[src/rtl/decoder_seq_pkg.sv]
`default_nettype none
// ============================================================================
// decoder_seq_pkg : shared modes, FSM states and width helper for decoder_seq
// Revision: 1.0
// ============================================================================
package decoder_seq_pkg;

    localparam logic MODE_DECODE = 1'b0;
    localparam logic MODE_SCAN   = 1'b1;

    typedef enum logic [1:0] {
        IDLE = 2'd0,
        DEC  = 2'd1,
        SCAN = 2'd2
    } state_t;

    function automatic int out_width(input int sel_w);
        return 1 << sel_w;
    endfunction

endpackage
`default_nettype wire

[src/rtl/decoder_seq_if.sv]
`default_nettype none
// ============================================================================
// decoder_seq_if : control/select bundle between controller and decoder_seq
// Revision: 1.0
// ============================================================================
interface decoder_seq_if #(
    parameter int SEL_W   = 2,
    parameter int DWELL_W = 8
);
    import decoder_seq_pkg::*;

    localparam int OUT_W = out_width(SEL_W);

    logic               en;
    logic               mode;
    logic               sel_valid;
    logic [SEL_W-1:0]   sel;
    logic               sel_ready;
    logic [DWELL_W-1:0] dwell;
    logic [OUT_W-1:0]   y;
    logic               y_valid;
    logic [SEL_W-1:0]   idx;
    logic               wrap;

    modport master (
        output en, mode, sel_valid, sel, dwell,
        input  sel_ready, y, y_valid, idx, wrap
    );

    modport slave (
        input  en, mode, sel_valid, sel, dwell,
        output sel_ready, y, y_valid, idx, wrap
    );

endinterface
`default_nettype wire

[src/rtl/decoder_seq_onehot_dec.sv]
`default_nettype none
// ============================================================================
// onehot_dec : combinational SEL_W -> 2**SEL_W one-hot decoder with polarity
// Revision: 1.0
// ============================================================================
module onehot_dec
    import decoder_seq_pkg::*;
#(
    parameter int SEL_W      = 2,
    parameter int ACTIVE_LOW = 0,
    localparam int OUT_W     = out_width(SEL_W)
) (
    input  logic [SEL_W-1:0] idx,
    input  logic             act,
    output logic [OUT_W-1:0] y
);

    logic [OUT_W-1:0] line;

    always_comb begin
        line = '0;
        if (act) begin
            line[idx] = 1'b1;
        end
        y = (ACTIVE_LOW != 0) ? ~line : line;
    end

endmodule
`default_nettype wire

[src/rtl/decoder_seq.sv]
`default_nettype none
// ============================================================================
// decoder_seq : registered one-hot decoder with valid/ready input and SCAN walk
// Revision: 1.0
// ============================================================================
module decoder_seq
    import decoder_seq_pkg::*;
#(
    parameter int SEL_W      = 2,
    parameter int DWELL_W    = 8,
    parameter int ACTIVE_LOW = 0
) (
    input  logic         clk,
    input  logic         rst_n,
    decoder_seq_if.slave bus
);

    localparam int OUT_W = out_width(SEL_W);
    localparam logic [OUT_W-1:0] Y_OFF = (ACTIVE_LOW != 0) ? {OUT_W{1'b1}} : {OUT_W{1'b0}};

    state_t             state_q, state_d;
    logic [OUT_W-1:0]   y_q, y_d;
    logic               y_valid_q, y_valid_d;
    logic [SEL_W-1:0]   idx_q, idx_d;
    logic               wrap_q, wrap_d;
    logic [DWELL_W-1:0] cnt_q, cnt_d;

    logic scan_req;
    logic xfer;

    assign scan_req      = (bus.mode == MODE_SCAN);
    assign bus.sel_ready = bus.en & ~scan_req & rst_n;
    assign xfer          = bus.sel_valid & bus.sel_ready;

    always_ff @(posedge clk or negedge rst_n) begin
        if (!rst_n) begin
            state_q   <= IDLE;
            y_q       <= Y_OFF;
            y_valid_q <= 1'b0;
            idx_q     <= '0;
            wrap_q    <= 1'b0;
            cnt_q     <= '0;
        end else begin
            state_q   <= state_d;
            y_q       <= y_d;
            y_valid_q <= y_valid_d;
            idx_q     <= idx_d;
            wrap_q    <= wrap_d;
            cnt_q     <= cnt_d;
        end
    end

    // A transfer outranks every mode-change path, including leaving SCAN.
    always_comb begin
        state_d = state_q;
        if (!bus.en) begin
            state_d = IDLE;
        end else if (xfer) begin
            state_d = DEC;
        end else begin
            case (state_q)
                IDLE:    if (scan_req)  state_d = SCAN;
                DEC:     if (scan_req)  state_d = IDLE;
                SCAN:    if (!scan_req) state_d = IDLE;
                default: state_d = IDLE;
            endcase
        end
    end

    always_comb begin
        y_valid_d = y_valid_q;
        idx_d     = idx_q;
        cnt_d     = cnt_q;
        wrap_d    = 1'b0;
        if (!bus.en) begin
            y_valid_d = 1'b0;
        end else if (xfer) begin
            y_valid_d = 1'b1;
            idx_d     = bus.sel;
        end else begin
            case (state_q)
                IDLE: begin
                    y_valid_d = scan_req;
                    if (scan_req) begin
                        idx_d = '0;
                        cnt_d = bus.dwell;
                    end
                end
                DEC: begin
                    if (scan_req) y_valid_d = 1'b0;
                end
                SCAN: begin
                    if (!scan_req) begin
                        y_valid_d = 1'b0;
                    end else if (cnt_q == '0) begin
                        idx_d  = idx_q + SEL_W'(1);
                        cnt_d  = bus.dwell;
                        wrap_d = (idx_q == {SEL_W{1'b1}});
                    end else begin
                        cnt_d = cnt_q - DWELL_W'(1);
                    end
                end
                default: y_valid_d = 1'b0;
            endcase
        end
    end

    // y is rebuilt from the next index and validity, so it can never carry two lines.
    onehot_dec #(
        .SEL_W      (SEL_W),
        .ACTIVE_LOW (ACTIVE_LOW)
    ) u_onehot_dec (
        .idx (idx_d),
        .act (y_valid_d),
        .y   (y_d)
    );

    assign bus.y       = y_q;
    assign bus.y_valid = y_valid_q;
    assign bus.idx     = idx_q;
    assign bus.wrap    = wrap_q;

endmodule
`default_nettype wire

[src/flat_wrapper.sv]
// flat-port wrapper written by rule: the top's interface ports become plain ports
module decoder_seq_flat import decoder_seq_pkg::*;
#(
    parameter int SEL_W      = 2,
    parameter int DWELL_W    = 8,
    parameter int ACTIVE_LOW = 0
)
  (clk, rst_n, bus_en, bus_mode, bus_sel_valid, bus_sel, bus_dwell, bus_sel_ready, bus_y, bus_y_valid, bus_idx, bus_wrap);
  decoder_seq_if #(.SEL_W(SEL_W), .DWELL_W(DWELL_W)) bus_i ();
  input  logic clk;
  input  logic rst_n;
  input wire logic [$bits(bus_i.en)-1:0] bus_en;
  input wire logic [$bits(bus_i.mode)-1:0] bus_mode;
  input wire logic [$bits(bus_i.sel_valid)-1:0] bus_sel_valid;
  input wire logic [$bits(bus_i.sel)-1:0] bus_sel;
  input wire logic [$bits(bus_i.dwell)-1:0] bus_dwell;
  output wire logic [$bits(bus_i.sel_ready)-1:0] bus_sel_ready;
  output wire logic [$bits(bus_i.y)-1:0] bus_y;
  output wire logic [$bits(bus_i.y_valid)-1:0] bus_y_valid;
  output wire logic [$bits(bus_i.idx)-1:0] bus_idx;
  output wire logic [$bits(bus_i.wrap)-1:0] bus_wrap;
  assign bus_i.en = bus_en;
  assign bus_i.mode = bus_mode;
  assign bus_i.sel_valid = bus_sel_valid;
  assign bus_i.sel = bus_sel;
  assign bus_i.dwell = bus_dwell;
  assign bus_sel_ready = bus_i.sel_ready;
  assign bus_y = bus_i.y;
  assign bus_y_valid = bus_i.y_valid;
  assign bus_idx = bus_i.idx;
  assign bus_wrap = bus_i.wrap;
  decoder_seq #(.SEL_W(SEL_W), .DWELL_W(DWELL_W), .ACTIVE_LOW(ACTIVE_LOW)) u_core (.clk(clk), .rst_n(rst_n), .bus(bus_i));
endmodule
[config.mk]
export PLATFORM = sky130hd
export DESIGN_NAME = decoder_seq_flat
export DESIGN_NICKNAME = d
export VERILOG_FILES = /design/src/rtl/decoder_seq_pkg.sv /design/src/rtl/decoder_seq_if.sv /design/src/rtl/decoder_seq_onehot_dec.sv /design/src/rtl/decoder_seq.sv /design/src/flat_wrapper.sv
export SDC_FILE = /design/constraint.sdc
export NUM_CORES = 1
export LEC_CHECK = 0
export ABC_AREA = 1
export CAP_MARGIN = 0
export CELL_PAD_IN_SITES_DETAIL_PLACEMENT = 1
export CELL_PAD_IN_SITES_GLOBAL_PLACEMENT = 1
export CORE_ASPECT_RATIO = 1.1
export CORE_MARGIN = 5
export CORE_UTILIZATION = 33
export CTS_CLUSTER_SIZE = 8
export DETAILED_ROUTE_END_ITERATION = 6
export HOLD_SLACK_MARGIN = 0.05
export PLACE_DENSITY = 0.8
export SLEW_MARGIN = 20
export SYNTH_ARGS = -nofsm -noshare
export SYNTH_HDL_FRONTEND = slang
export SYNTH_SLANG_ARGS = --single-unit
[constraint.sdc]
create_clock -name clk -period 1.35 [get_ports clk]
set_input_delay 0.405 -clock clk [delete_from_list [all_inputs] [get_ports clk]]
set_output_delay 0.405 -clock clk [all_outputs]
set_load 0.01 [all_outputs]
==> metrics.csv <==
stage,metric,value,unit
pwr,clock_power_share,20.4,%
pwr,total_power,1.721,mW
placed_design,post-dp-hpwl,2.713,mm
pwr,cellInternalPower,1.097,mW
yosys,floorplan.nets,154,
sta,min_period,1.563,ns
yosys,yosys-stat-cells,137,
yosys,ys_top_logic_family,simple AND/OR/NAND/NOR gates,
worst_setup_path,criticalPathCategory,reg -> reg,
layout,fraction_of_layout_instances_using_a_drive_strength_above_1,57.95,%
worst_setup_path,critPathMaxStageDelay,0.41,ns
sta,finalCritPeriodShare,115.8,%
clocking,clock_tree.htree_level_count,1,
worst_setup_path,critical_path.slowest_cell,sky130_fd_sc_hd__dfrtp_1,
placed_design,dp_slack,-0.7079,ns
pwr,switching_power_as_a_share_of_total_power,36.27,%
layout,fill_cell_instance_count_of_the_final_layout,407,
job,max_cap_viols,0,
sta,setup_viol,15,
yosys,yosys.area.top_type,sky130_fd_sc_hd__dfrtp_1,
route,dr_total_vias,1151,
worst_setup_path,crit-reg2reg-launch,u_core.cnt_q[0],
pwr,power.net_switching,624.2,µW
route,post_route_met1_wirelength,1.344,mm
run_status,run_status,"finished, violations left",
yosys,synth.area.top_cells,"sky130_fd_sc_hd__dfrtp_1, sky130_fd_sc_hd__nand2_1, sky130_fd_sc_hd__inv_1, sky130_fd_sc_hd__nor2_1, sky130_fd_sc_hd__nor2_4",
floorplan,fp-utilization,33.98,%
yosys,synth.avg_cell_area,8.192,µm²
job,openroad.warnings,29,
route,viasPerCell,4.983,
clocking,clock-root-buffer,sky130_fd_sc_hd__clkbuf_4,
yosys,yosysWarningCount,0,
yosys,synth.yosys.seq_area_share,40.13,%
sta,hold_viol_final,0,
route,antenna_violating_nets_post_route,0,
yosys,post_synth_most_frequent_cells,"sky130_fd_sc_hd__nand2_1, sky130_fd_sc_hd__dfrtp_1, sky130_fd_sc_hd__inv_1, sky130_fd_sc_hd__nor2_1, sky130_fd_sc_hd__inv_2",
sta,timing.hold.ws,0.3087,ns
route,first_pass_iters,4,
route,detailroute.wirelength.met3,139,µm
pwr,vdd_drop_max,0.5764,mV
yosys,most_common_cell,sky130_fd_sc_hd__nand2_1,
worst_setup_path,critPathMaxFanout,3,
yosys,number_of_enable_flip_flop_cells,0,
route,routed_wire_length_per_instance,16.11,µm
global_routing,grt.total_usage,17.15,%
clocking,clock_sink_count,18,
clocking,post_cts_hold_buffer_count,0,
worst_setup_path,crit_path_end_kind,flop,
floorplan,die_h,71.17,µm
clocking,cts_buffer_depth,2,
route,wl_met2,2.164,mm
yosys,xor_area_share,1.561,%
yosys,synth_area,1122,µm²
route,detail_route.wirelength,3.722,mm
global_routing,antenna_found_initial,0,
yosys,synth.cellmix.adderShare,2.230,%
run_status,violations,setup timing,
placed_design,gp_congestion,0.7765,
clocking,cts_tree,done,
sta,post_route_worst_setup_slack,-0.2134,ns
sta,relSlewSlack,79.42,%
pwr,power.combinational.fraction,42.1,%
worst_setup_path,nature_of_the_critical_path_startpoint,flop,
## layout make-up
| type | instances | area [µm²] | area share, % |
|---|---|---|---|
| tap | 36 | 45.04 | 2.473 |
| clock buffer | 4 | 36.28 | 1.992 |
| inverter | 24 | 97.59 | 5.357 |
| sequential | 18 | 450.4 | 24.73 |
| timing repair buffer | 55 | 437.9 | 24.04 |
| timing repair inverter | 1 | 8.758 | 0.4808 |
| multi-input combinational | 93 | 745.7 | 40.93 |
## metal layers
layer / vias up / GRT usage (%)
met2: 25 / 34.42
met3: 9 / 3.175
li1: 551 / -
met5: - / 0
met1: 566 / 17.63
met4: 0 / 4.378
## state kept, by name, summed over array words and instances, names as in the netlist
name                count
u_core.bus.idx          2
u_core.bus.wrap         1
u_core.cnt_q            8
u_core.bus.y            4
u_core.bus.y_valid      1
u_core.state_q          2
## power groups by stage
stage                     logic [mW]  clock network (mW)  registers [mW]
after floorplan                0.297                   0           0.654
after global placement         0.543                   0           0.653
after detailed placement       0.579                   0           0.657
after CTS                      0.659               0.352           0.644
after global routing           0.789               0.390           0.655
final                          0.724               0.352           0.645
## through the flow
step                      utilization [%]  cell area, µm²
final                               55.15            1822
after global routing                55.15            1822
after CTS                           52.77            1743
after detailed placement            47.35            1564
after global placement              47.35            1564
after floorplan                         -            1135
## critical path: cells and delay by family (launching register included)
| kind | cells | cell delay (ns) |
|---|---|---|
| flip-flops | 1 | 0.41 |
| AND-OR/OR-AND | 1 | 0.16 |
| buffers and inverters | 1 | 0.08 |
| adder cells (fa/ha/maj) | 1 | 0.16 |
| AND/OR/NAND/NOR | 8 | 0.66 |
## cell families after synthesis
logic type / Yosys count
adders and majority gates: 2
and+or+nand+nor: 60
AOI/OAI and AO/OA: 29
buffers and inverters: 26
xor gates and xnor gates: 2
DFF: 18
## worst max path at each step
stage                     depth (start not counted)       startpoint               to
after floorplan                                  10  u_core.cnt_q[1]  u_core.cnt_q[1]
after CTS                                        12  u_core.cnt_q[0]  u_core.bus.y[0]
after global placement                            5         bus_mode    bus_sel_ready
after detailed placement                          5         bus_mode    bus_sel_ready
final                                            11  u_core.cnt_q[0]  u_core.bus.y[3]
after global routing                             12  u_core.cnt_q[1]  u_core.bus.y[0]
## cells in the final DEF (no fill, tap or decap), drive strengths merged
master / Yosys / layout
nor3: 3 / 3
dlygate4sd2: 0 / 1
nand3: 6 / 6
nand2: 32 / 32
clkdlybuf4s15: 0 / 1
o22ai: 4 / 4
clkbuf: 0 / 9
nor2: 18 / 18
a21oi: 6 / 6
nand4: 1 / 1
xor2: 2 / 2
o211ai: 3 / 3
o31ai: 1 / 1
ha: 2 / 2
dfrtp: 18 / 18
clkdlybuf4s50: 0 / 11
o21ai: 14 / 14
buf: 2 / 37
o21a: 1 / 1
inv: 24 / 25
## repair_timing
| item | in CTS | in global routing |
|---|---|---|
| pin swaps | 16 | 11 |
| endpoints found under the setup margin | 25 | 21 |
| cloned | 1 | 0 |
| buffers inserted | 33 | 2 |
| gates resized | 61 | 30 |
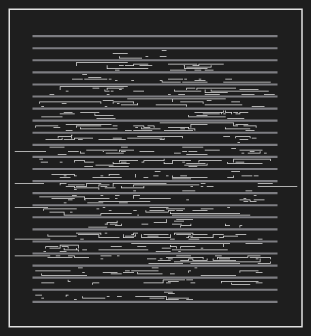
layer_met1.png
Supply wires on this layer in grey.
wire length on this layer: 1340 µm
main direction: horizontal
longest straight run: 22.1 µm
nets with wire on the layer: 193
share of all routed wire: 36%

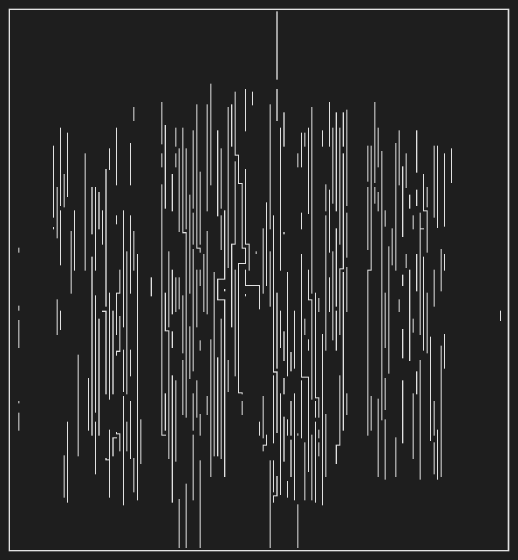
layer_met2.png
share of all routed wire: 58%
wire length on this layer: 2160 µm
main direction: vertical
longest straight run: 35.4 µm

Power is estimated from default activity; no workload was simulated.
